**src/rtl/rv_muldiv_unit.sv**
```systemverilog
// RV32M/RV64M multiply/divide unit: one operation at a time, radix-2 iterative divider,
// single-cycle or iterative multiplier selected by FAST_MUL.
module rv_muldiv_unit #(
  parameter int XLEN     = 32,
  parameter bit FAST_MUL = 1'b1
) (
  input  logic            clk_i,
  input  logic            arstn_i,
  input  logic            req_valid_i,
  output logic            req_ready_o,
  input  logic [2:0]      req_op_i,
  input  logic [XLEN-1:0] req_rs1_i,
  input  logic [XLEN-1:0] req_rs2_i,
  input  logic            flush_i,
  output logic            resp_valid_o,
  input  logic            resp_ready_i,
  output logic [XLEN-1:0] resp_result_o,
  output logic [1:0]      dbg_state_o
);

  // Handshake: a transfer happens on a rising edge where valid & ready are both high;
  // valid never waits on ready, and resp_result_o holds while resp_valid_o & !resp_ready_i.
  localparam int CW = $clog2(XLEN);

  typedef enum logic [1:0] {S_IDLE = 2'd0, S_CALC = 2'd1, S_DONE = 2'd2} state_e;

  state_e          state_q, state_d;
  logic [CW-1:0]   cnt_q, cnt_d;
  logic [2:0]      op_q, op_d;
  logic [XLEN-1:0] rs1_q, rs1_d, rs2_q, rs2_d;
  logic [XLEN-1:0] acc_q, acc_d, quo_q, quo_d, dvs_q, dvs_d;
  logic            neg_q, neg_d, negr_q, negr_d;
  logic            resp_valid_q, resp_valid_d;
  logic [XLEN-1:0] result_q, result_d;

  logic              in_a_neg, in_b_neg;
  logic [XLEN-1:0]   in_a_mag, in_b_mag;
  logic [XLEN:0]     mul_sum, div_shift;
  logic [XLEN-1:0]   step_acc, step_quo;
  logic [2*XLEN-1:0] prod_mag, prod_it, fast_prod;
  logic [XLEN-1:0]   quot, remv, iter_res, fast_res, res_sel;
  logic              fa_sbit, fb_sbit;

  function automatic logic a_signed(input logic [2:0] op);
    return op[2] ? !op[0] : (op[1:0] != 2'b11);
  endfunction

  function automatic logic b_signed(input logic [2:0] op);
    return op[2] ? !op[0] : !op[1];
  endfunction

  function automatic logic is_special(input logic [2:0] op, input logic [XLEN-1:0] a,
                                      input logic [XLEN-1:0] b);
    return op[2] & ((b == '0) |
           (!op[0] & (a == {1'b1, {(XLEN-1){1'b0}}}) & (b == '1)));
  endfunction

  function automatic logic [XLEN-1:0] special_val(input logic [2:0] op, input logic [XLEN-1:0] a,
                                                  input logic [XLEN-1:0] b);
    if (b == '0) return op[1] ? a : '1;
    return op[1] ? '0 : a;
  endfunction

  // Datapath: magnitudes in, one shift-add / shift-subtract step per CALC cycle, sign fix-up out.
  always_comb begin
    in_a_neg = a_signed(req_op_i) & req_rs1_i[XLEN-1];
    in_b_neg = b_signed(req_op_i) & req_rs2_i[XLEN-1];
    in_a_mag = in_a_neg ? -req_rs1_i : req_rs1_i;
    in_b_mag = in_b_neg ? -req_rs2_i : req_rs2_i;

    mul_sum   = {1'b0, acc_q} + (quo_q[0] ? {1'b0, dvs_q} : '0);
    div_shift = {acc_q, quo_q[XLEN-1]};
    if (op_q[2]) begin
      if (div_shift >= {1'b0, dvs_q}) begin
        step_acc = div_shift[XLEN-1:0] - dvs_q;
        step_quo = {quo_q[XLEN-2:0], 1'b1};
      end else begin
        step_acc = div_shift[XLEN-1:0];
        step_quo = {quo_q[XLEN-2:0], 1'b0};
      end
    end else begin
      step_acc = mul_sum[XLEN:1];
      step_quo = {mul_sum[0], quo_q[XLEN-1:1]};
    end

    prod_mag = {acc_q, quo_q};
    prod_it  = neg_q ? -prod_mag : prod_mag;
    quot     = neg_q ? -quo_q : quo_q;
    remv     = negr_q ? -acc_q : acc_q;
    if (op_q[2])                iter_res = op_q[1] ? remv : quot;
    else if (op_q[1:0] == 2'b00) iter_res = prod_it[XLEN-1:0];
    else                         iter_res = prod_it[2*XLEN-1:XLEN];

    fa_sbit   = a_signed(op_q) & rs1_q[XLEN-1];
    fb_sbit   = b_signed(op_q) & rs2_q[XLEN-1];
    fast_prod = {{XLEN{fa_sbit}}, rs1_q} * {{XLEN{fb_sbit}}, rs2_q};
    fast_res  = (op_q[1:0] == 2'b00) ? fast_prod[XLEN-1:0] : fast_prod[2*XLEN-1:XLEN];

    if (is_special(op_q, rs1_q, rs2_q)) res_sel = special_val(op_q, rs1_q, rs2_q);
    else if (FAST_MUL && !op_q[2])      res_sel = fast_res;
    else                                res_sel = iter_res;
  end

  always_comb begin
    state_d      = state_q;
    cnt_d        = cnt_q;
    op_d         = op_q;
    rs1_d        = rs1_q;
    rs2_d        = rs2_q;
    acc_d        = acc_q;
    quo_d        = quo_q;
    dvs_d        = dvs_q;
    neg_d        = neg_q;
    negr_d       = negr_q;
    resp_valid_d = resp_valid_q;
    result_d     = result_q;
    case (state_q)
      S_IDLE: begin
        if (req_valid_i && req_ready_o) begin
          op_d   = req_op_i;
          rs1_d  = req_rs1_i;
          rs2_d  = req_rs2_i;
          neg_d  = in_a_neg ^ in_b_neg;
          negr_d = in_a_neg;
          cnt_d  = '0;
          acc_d  = '0;
          quo_d  = req_op_i[2] ? in_a_mag : in_b_mag;
          dvs_d  = req_op_i[2] ? in_b_mag : in_a_mag;
          if (is_special(req_op_i, req_rs1_i, req_rs2_i) || (FAST_MUL && !req_op_i[2]))
            state_d = S_DONE;
          else
            state_d = S_CALC;
        end
      end
      S_CALC: begin
        acc_d = step_acc;
        quo_d = step_quo;
        cnt_d = cnt_q + CW'(1);
        if (cnt_q == CW'(XLEN-1)) state_d = S_DONE;
      end
      S_DONE: begin
        // First DONE cycle registers the result; valid rises one edge after entering DONE.
        if (!resp_valid_q) begin
          resp_valid_d = 1'b1;
          result_d     = res_sel;
        end else if (resp_ready_i) begin
          resp_valid_d = 1'b0;
          state_d      = S_IDLE;
        end
      end
      default: state_d = S_IDLE;
    endcase
    if (flush_i) begin
      state_d      = S_IDLE;
      resp_valid_d = 1'b0;
      cnt_d        = '0;
    end
  end

  always_ff @(posedge clk_i or negedge arstn_i) begin
    if (!arstn_i) begin
      state_q      <= S_IDLE;
      cnt_q        <= '0;
      op_q         <= '0;
      rs1_q        <= '0;
      rs2_q        <= '0;
      acc_q        <= '0;
      quo_q        <= '0;
      dvs_q        <= '0;
      neg_q        <= 1'b0;
      negr_q       <= 1'b0;
      resp_valid_q <= 1'b0;
      result_q     <= '0;
    end else begin
      state_q      <= state_d;
      cnt_q        <= cnt_d;
      op_q         <= op_d;
      rs1_q        <= rs1_d;
      rs2_q        <= rs2_d;
      acc_q        <= acc_d;
      quo_q        <= quo_d;
      dvs_q        <= dvs_d;
      neg_q        <= neg_d;
      negr_q       <= negr_d;
      resp_valid_q <= resp_valid_d;
      result_q     <= result_d;
    end
  end

  assign req_ready_o   = (state_q == S_IDLE) && !flush_i;
  assign resp_valid_o  = resp_valid_q;
  assign resp_result_o = result_q;
  assign dbg_state_o   = state_q;

endmodule

```
**config.mk**
```make
export PLATFORM = sky130hd
export DESIGN_NAME = rv_muldiv_unit
export DESIGN_NICKNAME = d
export VERILOG_FILES = /design/src/rtl/rv_muldiv_unit.sv
export SDC_FILE = /design/constraint.sdc
export NUM_CORES = 2
export LEC_CHECK = 0
export ABC_AREA = 1
export CORE_MARGIN = 4
export CORE_UTILIZATION = 59
export DETAILED_ROUTE_END_ITERATION = 7
export GPL_TIMING_DRIVEN = 0
export PLACE_DENSITY = 0.76
export SLEW_MARGIN = 20
export SYNTH_ARGS = -nofsm -noshare
export SYNTH_HDL_FRONTEND = slang
export SYNTH_SLANG_ARGS = --single-unit
```
**constraint.sdc**
```tcl
create_clock -name clk_i -period 17.1 [get_ports clk_i]
set_input_delay 3.42 -clock clk_i [delete_from_list [all_inputs] [get_ports clk_i]]
set_output_delay 3.42 -clock clk_i [all_outputs]
set_load 0.005 [all_outputs]
```
**Wiring by layer**

Bar = 100 um. Only two layers are drawn.
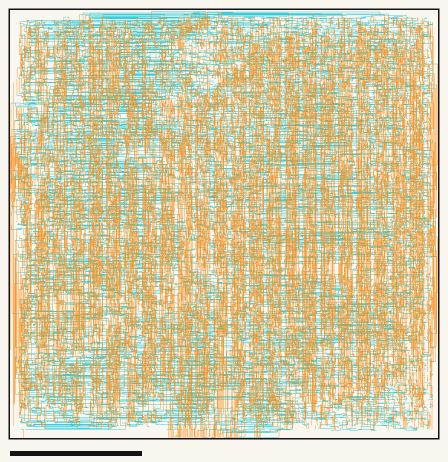
layer	color	wire length
met1	cyan	90.6 mm
met2	orange	113 mm

**The metal 2 layer**

Bar = 100 um.
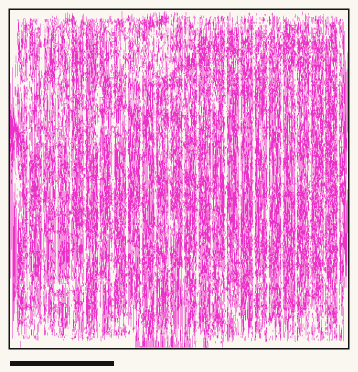
share of all routed wire	40%
main direction	vertical

**PDN straps and rails**

Bar = 100 um. Pins as bars on the die edge.
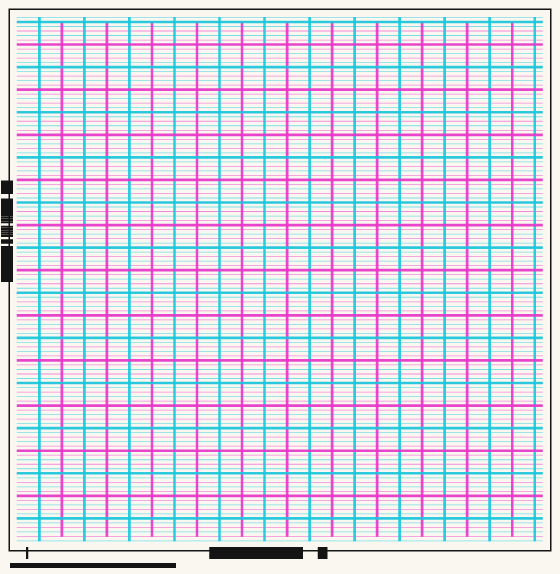
net	color
VSS	cyan
VDD	magenta
met5 straps	23
met1 rails	117

==> notes.md <==
flow finished, numbers: met2 WL=113000 um, GRT Total Usage=0.538, wirelength, routed=approximately 280000 um, global-route wire length before repair=between 400000 and 500000 um, f_max=between 90 and 100 MHz, die area=about 0.11 mm2, CP Class=flop to flop, worst-case reg-to-reg path depth=31, CP peak stage delay=approximately 0.89 ns, yosys aoi share=0.0812, Core Footprint=0.100 mm2, worst clock skew=approximately 0.025 ns, crit path DAT=roughly 11 ns, Area leader share=0.379, Log Warnings=27, Root Driver=clkbuf_16, Hold Buf Count CTS=0, CTS tree=yes, synth cell count leaders=2166 x nand2_1, 2038 x inv_1, 1127 x fa_1, FP Core Util=0.595, CP Capture Point=resp_result_o[31], met1 wire length=about 91000 um, Die H=325 um, Ports=108, Simple-Gate Fraction of Synth Area=0.226, Die X=about 330 um, cell taking the most area after synthesis=fa_1, GRT overflow=0, worst hold margin=0.515 ns, M1 GR Usage=0.602, Min-Delay Endpoint=cnt_q[4], CTS Buffer Depth=3, ys flop type=dfrtp_1, crit start category=flop, total number of H-tree levels=1, Setup Slack @ Placement=6.58 ns, Top Layout Cells=2166 x nand2_1, 2038 x inv_1, 1126 x fa_1, Worst Tran Pin Value=about 1.4 ns, YS chip area=0.0595 mm2, Detail Route Antenna Nets=0, R2R Setup Slk=between 6 and 7 ns, Largest cells by area=fa_1 38%, nand2_1 14%, inv_1 13%, dfrtp_1 8.6%, ha_1 6.0%, placed instance count=9708, fin nets=roughly 10000, initial antenna violation count=27, # resized after CTS=0, Post-DP Area=around 0.062 mm2, nature of the critical path endpoint=flop, Crit path required time=17.56 ns, ratio of cells with drive above 1 in the final layout=0.0285, Final Core Density=0.632, largest net degree at the start of global routing=approximately 96, origin of the critical flop-to-flop path=op_q[0], # Cells Yosys=8299, max-cap viol count=0, DRC errors left=1, grt met2 use=0.754, Synth Cell Area=around 0.059 mm2, Core Rows=around 120, DRT iter0 DRCs=between 8000 and 9000, Registers, synthesis=205, highest routed layer=met5, Placer Congestion=~1.2, Adder-Cell Fraction of Synth Area=0.439, Crit path depth=31, peak fanout along the critical path=12, hold path startpoint=cnt_q[4], Yosys warning total=0, Buffers on Ports=~110, status=finished, violations left, Post-synth ARST share=1.00, sequential fraction of the synthesis area=0.0863, Hold Path Stages=1, met3 WL=around 46000 um, vias per cell=6.17, Area Growth Syn to Fin=6.30%, most used cell, CP=nand2_1, Inserted Clock Buffers=24, cell with the most instances after synthesis=nand2_1, Post-Synth XOR/XNOR Area=0.0113, logic area=0.0450 mm2, failing checks=DRC, mux share=0.000168, syn nets=9781, Yosys cell types=about 60, number of buffers added for setup after CTS=0, dominant logic cell type in the layout=nand2_1, period utilization=0.641, post-synthesis cell count=approximately 8300, DPL Wire Length=about 230000 um
**M3 wires**

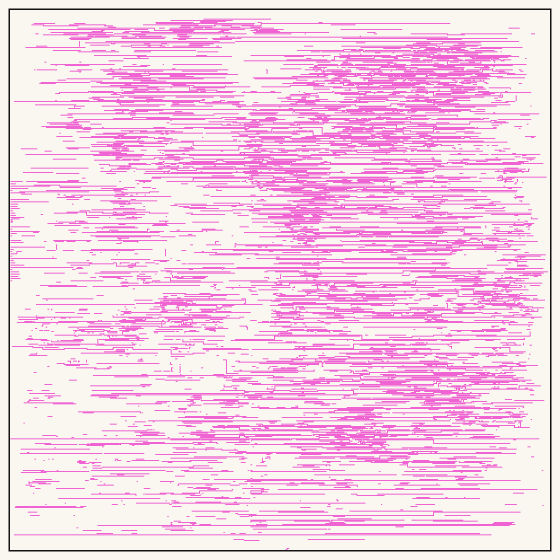
main direction	horizontal
nets with wire on the layer	1451
longest straight run	288 um
share of all routed wire	16%

**Clock wiring as the flow saved it**

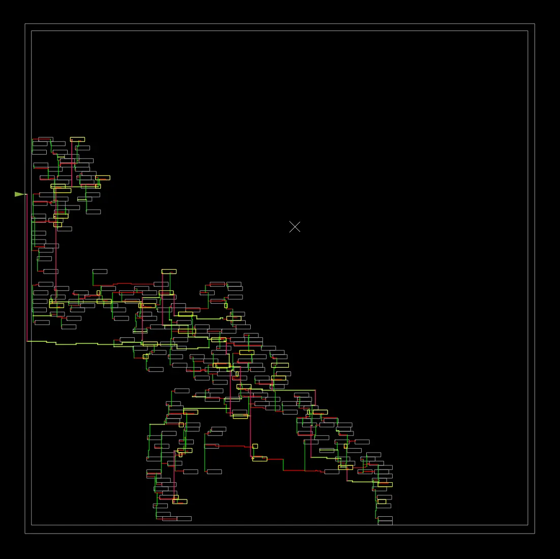
CTS Sinks: 205
clkbuf count: 30

## final cells by class
type / instances / area share
Clock buffer: 30 / 0.0105
Sequential cell: 205 / 0.0812
Antenna cell: 21 / 0.000831
Clock inverter: 14 / 0.00255
Multi-Input combinational cell: 5642 / 0.713
Tap cell: 1298 / 0.0257
Timing Repair Buffer: 111 / 0.0186
Inverter: 2069 / 0.123
Buffer: 383 / 0.0250
## state kept, by name, indices dropped and copies added (netlist names)
register / cells
acc_q: 32
cnt_q: 5
dbg_state_o: 2
dvs_q: 32
neg_q: 1
negr_q: 1
op_q: 3
quo_q: 32
resp_result_o: 32
resp_valid_o: 1
rs1_q: 32
rs2_q: 32
